**src/rtl/reg_dump_ctrl_if.sv**
```systemverilog
// reg_dump_ctrl_if: word stream leaving the register dump sequencer.
//   out_data  - captured register word
//   out_addr  - register index of the word on out_data
//   out_valid - a word is presented
//   out_ready - consumer can take the word
//   out_last  - the presented word is the final word of the dump
// Handshake: a word transfers on a rising edge where out_valid=1 and
// out_ready=1. While out_valid=1 and out_ready=0 the master keeps
// out_data/out_addr/out_last stable; out_ready while out_valid=0 is ignored.
interface reg_dump_ctrl_if #(
    parameter int DW = 16,
    parameter int AW = 3
) ();
    logic [DW-1:0] out_data;
    logic [AW-1:0] out_addr;
    logic          out_valid;
    logic          out_ready;
    logic          out_last;

    modport master (
        output out_data,
        output out_addr,
        output out_valid,
        output out_last,
        input  out_ready
    );

    modport slave (
        input  out_data,
        input  out_addr,
        input  out_valid,
        input  out_last,
        output out_ready
    );
endinterface

```
**src/rtl/reg_dump_ctrl.sv**
```systemverilog
// reg_dump_ctrl: read-side sequencer for a 2^AW x DW register file.
// On start it walks rd_addr from first_addr to last_addr (wrapping modulo
// 2^AW), captures each word once and presents it on the dump stream with
// its register index. One bubble cycle per word (READ between words).
// Ports:
//   clk        - system clock, rising edge
//   reset      - asynchronous active-low reset
//   start      - one-cycle dump request, only honoured in IDLE
//   first_addr - first index to dump (sampled on accepted start)
//   last_addr  - last index to dump (sampled on accepted start)
//   rd_addr    - registered read address to the register file
//   rd_data    - combinational read data from the register file
//   dump       - word stream (reg_dump_ctrl_if master)
//   busy       - high in READ and HOLD
//   done       - one-cycle pulse after the final word is accepted
//   word_count - words accepted in the current/last dump
//   state_dbg  - current FSM state (IDLE=0, READ=1, HOLD=2, DONE=3)
module reg_dump_ctrl #(
    parameter int DW = 16,
    parameter int AW = 3
) (
    input  logic                  clk,
    input  logic                  reset,
    input  logic                  start,
    input  logic [AW-1:0]         first_addr,
    input  logic [AW-1:0]         last_addr,
    output logic [AW-1:0]         rd_addr,
    input  logic [DW-1:0]         rd_data,
    reg_dump_ctrl_if.master       dump,
    output logic                  busy,
    output logic                  done,
    output logic [AW:0]           word_count,
    output logic [1:0]            state_dbg
);

    typedef enum logic [1:0] {
        IDLE = 2'd0,
        READ = 2'd1,
        HOLD = 2'd2,
        DONE = 2'd3
    } state_t;

    state_t        state;
    state_t        state_next;
    logic [AW-1:0] cur;
    logic [AW-1:0] end_addr;
    logic          handshake;

    assign handshake = dump.out_valid && dump.out_ready;
    assign state_dbg = state;

    // State register
    always_ff @(posedge clk or negedge reset) begin
        if (!reset) begin
            state <= IDLE;
        end else begin
            state <= state_next;
        end
    end

    // Next-state logic
    always_comb begin
        state_next = state;
        case (state)
            IDLE: if (start) state_next = READ;
            READ: state_next = HOLD;
            HOLD: if (handshake) state_next = dump.out_last ? DONE : READ;
            DONE: state_next = IDLE;
            default: state_next = IDLE;
        endcase
    end

    // Decoded outputs
    always_comb begin
        busy = 1'b0;
        done = 1'b0;
        case (state)
            READ, HOLD: busy = 1'b1;
            DONE:       done = 1'b1;
            default: ;
        endcase
    end

    // Datapath. The word is captured once at the end of READ, so register
    // file writes during HOLD cannot disturb the presented word.
    always_ff @(posedge clk or negedge reset) begin
        if (!reset) begin
            cur            <= '0;
            end_addr       <= '0;
            rd_addr        <= '0;
            word_count     <= '0;
            dump.out_data  <= '0;
            dump.out_addr  <= '0;
            dump.out_valid <= 1'b0;
            dump.out_last  <= 1'b0;
        end else begin
            case (state)
                IDLE: begin
                    if (start) begin
                        cur        <= first_addr;
                        end_addr   <= last_addr;
                        rd_addr    <= first_addr;
                        word_count <= '0;
                    end
                end
                READ: begin
                    dump.out_data  <= rd_data;
                    dump.out_addr  <= cur;
                    dump.out_last  <= (cur == end_addr);
                    dump.out_valid <= 1'b1;
                end
                HOLD: begin
                    if (handshake) begin
                        dump.out_valid <= 1'b0;
                        dump.out_last  <= 1'b0;
                        word_count     <= word_count + 1'b1;
                        if (!dump.out_last) begin
                            // Index wraps naturally through AW-bit truncation.
                            cur     <= cur + 1'b1;
                            rd_addr <= cur + 1'b1;
                        end
                    end
                end
                default: ;
            endcase
        end
    end

endmodule

```
**src/flat_wrapper.sv**
```systemverilog
// flat-port wrapper written by rule: the top's interface ports become plain ports
module reg_dump_ctrl_flat 
#(
    parameter int DW = 16,
    parameter int AW = 3
)
  (clk, reset, start, first_addr, last_addr, rd_addr, rd_data, busy, done, word_count, state_dbg, dump_out_data, dump_out_addr, dump_out_valid, dump_out_last, dump_out_ready);
  reg_dump_ctrl_if #(.DW(DW), .AW(AW)) dump_i ();
  input  logic clk;
  input  logic reset;
  input  logic start;
  input  logic [AW-1:0] first_addr;
  input  logic [AW-1:0] last_addr;
  output logic [AW-1:0] rd_addr;
  input  logic [DW-1:0] rd_data;
  output logic busy;
  output logic done;
  output logic [AW:0] word_count;
  output logic [1:0] state_dbg;
  output wire logic [$bits(dump_i.out_data)-1:0] dump_out_data;
  output wire logic [$bits(dump_i.out_addr)-1:0] dump_out_addr;
  output wire logic [$bits(dump_i.out_valid)-1:0] dump_out_valid;
  output wire logic [$bits(dump_i.out_last)-1:0] dump_out_last;
  input wire logic [$bits(dump_i.out_ready)-1:0] dump_out_ready;
  assign dump_out_data = dump_i.out_data;
  assign dump_out_addr = dump_i.out_addr;
  assign dump_out_valid = dump_i.out_valid;
  assign dump_out_last = dump_i.out_last;
  assign dump_i.out_ready = dump_out_ready;
  reg_dump_ctrl #(.DW(DW), .AW(AW)) u_core (.clk(clk), .reset(reset), .start(start), .first_addr(first_addr), .last_addr(last_addr), .rd_addr(rd_addr), .rd_data(rd_data), .dump(dump_i), .busy(busy), .done(done), .word_count(word_count), .state_dbg(state_dbg));
endmodule
```
**config.mk**
```make
export PLATFORM = sky130hd
export DESIGN_NAME = reg_dump_ctrl_flat
export DESIGN_NICKNAME = d
export VERILOG_FILES = /design/src/rtl/reg_dump_ctrl_if.sv /design/src/rtl/reg_dump_ctrl.sv /design/src/flat_wrapper.sv
export SDC_FILE = /design/constraint.sdc
export NUM_CORES = 1
export LEC_CHECK = 0
export CAP_MARGIN = 20
export CORE_MARGIN = 2
export CORE_UTILIZATION = 43
export DETAILED_ROUTE_END_ITERATION = 12
export PLACE_DENSITY_LB_ADDON = 0.12
export SYNTH_ARGS = -nofsm -noshare
export SYNTH_HDL_FRONTEND = slang
export SYNTH_SLANG_ARGS = --single-unit
export TNS_END_PERCENT = 5
```
**constraint.sdc**
```tcl
create_clock -name clk -period 2.2 [get_ports clk]
set_clock_uncertainty 0.05 [all_clocks]
set_input_delay 0.44 -clock clk [delete_from_list [all_inputs] [get_ports clk]]
set_output_delay 0.44 -clock clk [all_outputs]
set_load 0.1 [all_outputs]
```
**Sequential cells grouped by signal name**

Other sequential cells in the stronger grey, the rest of the logic in the fainter grey.
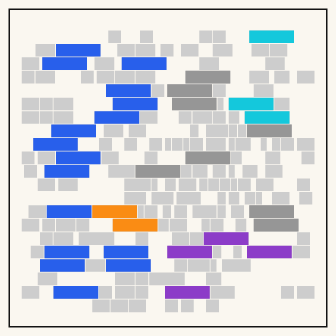
[purple] u_core.word_count | sequential cells: 4
[cyan] u_core.end_addr | sequential cells: 3
[orange] u_core.state_dbg | sequential cells: 2
[blue] u_core.dump.out_data | sequential cells: 16

**Signal metal coverage by tile**

The die is cut into 13 by 13 equal tiles; black is low, pale yellow is high, scaled to the fullest tile. Values are wire area over tile area, all layers added.
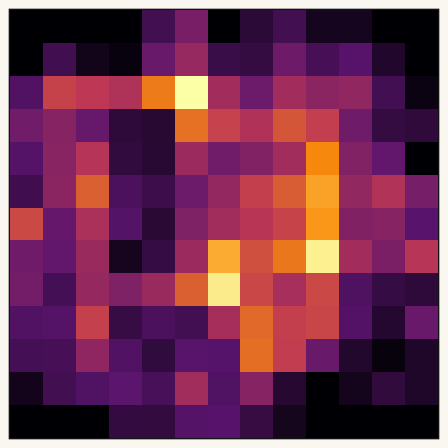
emptiest ninth of the die: lower right
mean over tiles: 0.13
nearly empty tiles: 11%
tiles over half the peak: 18%
fullest tile: 0.45

**Signal wires on met3**

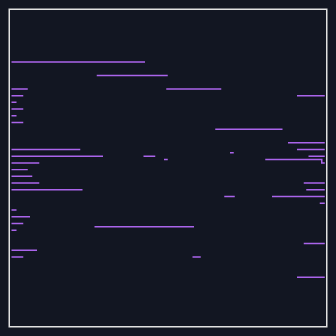
longest straight run: 26.7 um
nets with wire on the layer: 35

**I/O nets highlighted**

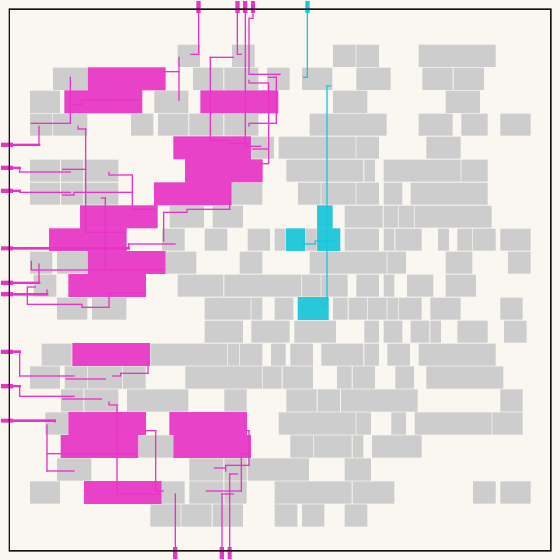
[magenta] dump_out_data | direction: output | end cells: 16 | buffers: 16 | wire: 380 um
[cyan] dump_out_ready | direction: input | end cells: 4 | buffers: 1 | wire: 39.6 um

cell usage in the layout, fill, tap and decap left out, types with 2 or more instances in the layout:
cell / Yosys / routed
buf_12: 0 / 2
ha_2: 0 / 2
a31oi_1: 3 / 3
clkbuf_4: 0 / 5
o21ai_0: 5 / 5
nand2b_1: 3 / 3
nand2_1: 4 / 4
inv_1: 5 / 5
and4b_1: 2 / 2
mux2_2: 22 / 22
buf_4: 0 / 34
xnor2_1: 3 / 3
nand3_1: 5 / 5
ha_1: 6 / 4
dfrtp_1: 33 / 33
clkdlybuf4s50_1: 0 / 25
o32ai_1: 2 / 2
==> out/summary.txt <==
Syn nets - 151
Main logic family - multiplexers
R2R cell count - 5
N_diodes - 0
Comb gates - 76
1st-iter DRT viols - 29
Run status - completed
Class of the worst hold path - input pin to asynchronous set/reset pin
Met3 Use GR - 7.22%
Input/output buffers - 57
Num Clock Sinks - 33
H-tree level count - 2
Buffers and inverters on the worst path - 1
Seq area share - 38.0%
Synth cell count leaders - 33 x dfrtp_1, 22 x mux2_2, 6 x ha_1
GR Util met2 - 30.9%
Initial antenna violation count - 0
DR WL met2 - 1.68 mm
FP Util - 45.5%
CTS tree - built
Plain + repair buffers - 61
Worst-path cell chain - inv_1, ha_1, a21boi_1, nor3_1, a211o_1
Synth Area in XOR/XNOR - 1.70%
Final hold violations - 0
Tool warnings - 30
Placed Area - 0.00212 sq mm
Core ar. - 0.00339 sq mm
Largest delay contributor family on the critical path - AND-OR/OR-AND gates
Dpl ws - 326 ps
Reg-to-reg slack, setup - 310 ps
CTS Buf Count - 5
Synthesis Warnings - 0
GRT Total Usage - 18.3%
Well Taps - 46
Worst setup SP type - flip-flop
Register Area - 826 sq um
Vias/cell - 5.23
Global placement routability congestion - 0.785
WL/cell - 14.5 um
Drt drc - 0
Clock Pin Slew Worst Setup and Hold Paths - 90 ps
Post-Syn Area - 0.00154 sq mm
Data required time of the critical path - 2380 ps
Ys flop type - dfrtp_1
Die H - 63.9 um
Slew headroom - 70.8%
Final-layout clock-cell area share - 2.53%
Inverter count - 5
Crit path largest cell delay - 440 ps
Area Overhead vs Synth - 41.0%
Critical Path Start - u_core.state_dbg[0]
Comb area share - 30.9%
Hold buffer count at cts - 0
Cell with the most instances after synthesis - dfrtp_1
Setup Fix Bufs, Post-CTS - 0
Critical path arrival - 2070 ps
Peak Freq - 529 MHz
Reg2reg start - u_core.state_dbg[0]
Syn Inst Count - 119
Clock buf count - 7
Antenna viol nets, final - 0
Cell Count, Final, Fillers Out - 228
Number of core rows - 21
Final #Nets - 214
DP Cell Count - 221
Top reg by flops - u_core.dump.out_data
Highest routed layer - met4
Post-synth ARST share - 100%
Die X - 63.9 um
Gate Area - 672 sq um
Reg2reg end - u_core.rd_addr[2]
Ys cells - 119
Routed WL - 3.31 mm
Layout cells sized above 1 - 38.5%
Final hold slack - 453 ps
Post-synth top area cell - dfrtp_1
Layout non-clock buf frac - 25.1%
Crit-path slowest cell - ha_1
Critical path class - flip-flop to flip-flop
Post-DP HPWL - 2.49 mm
Dominant cell area share - 53.5%
Number of enable flip-flop cells - 0
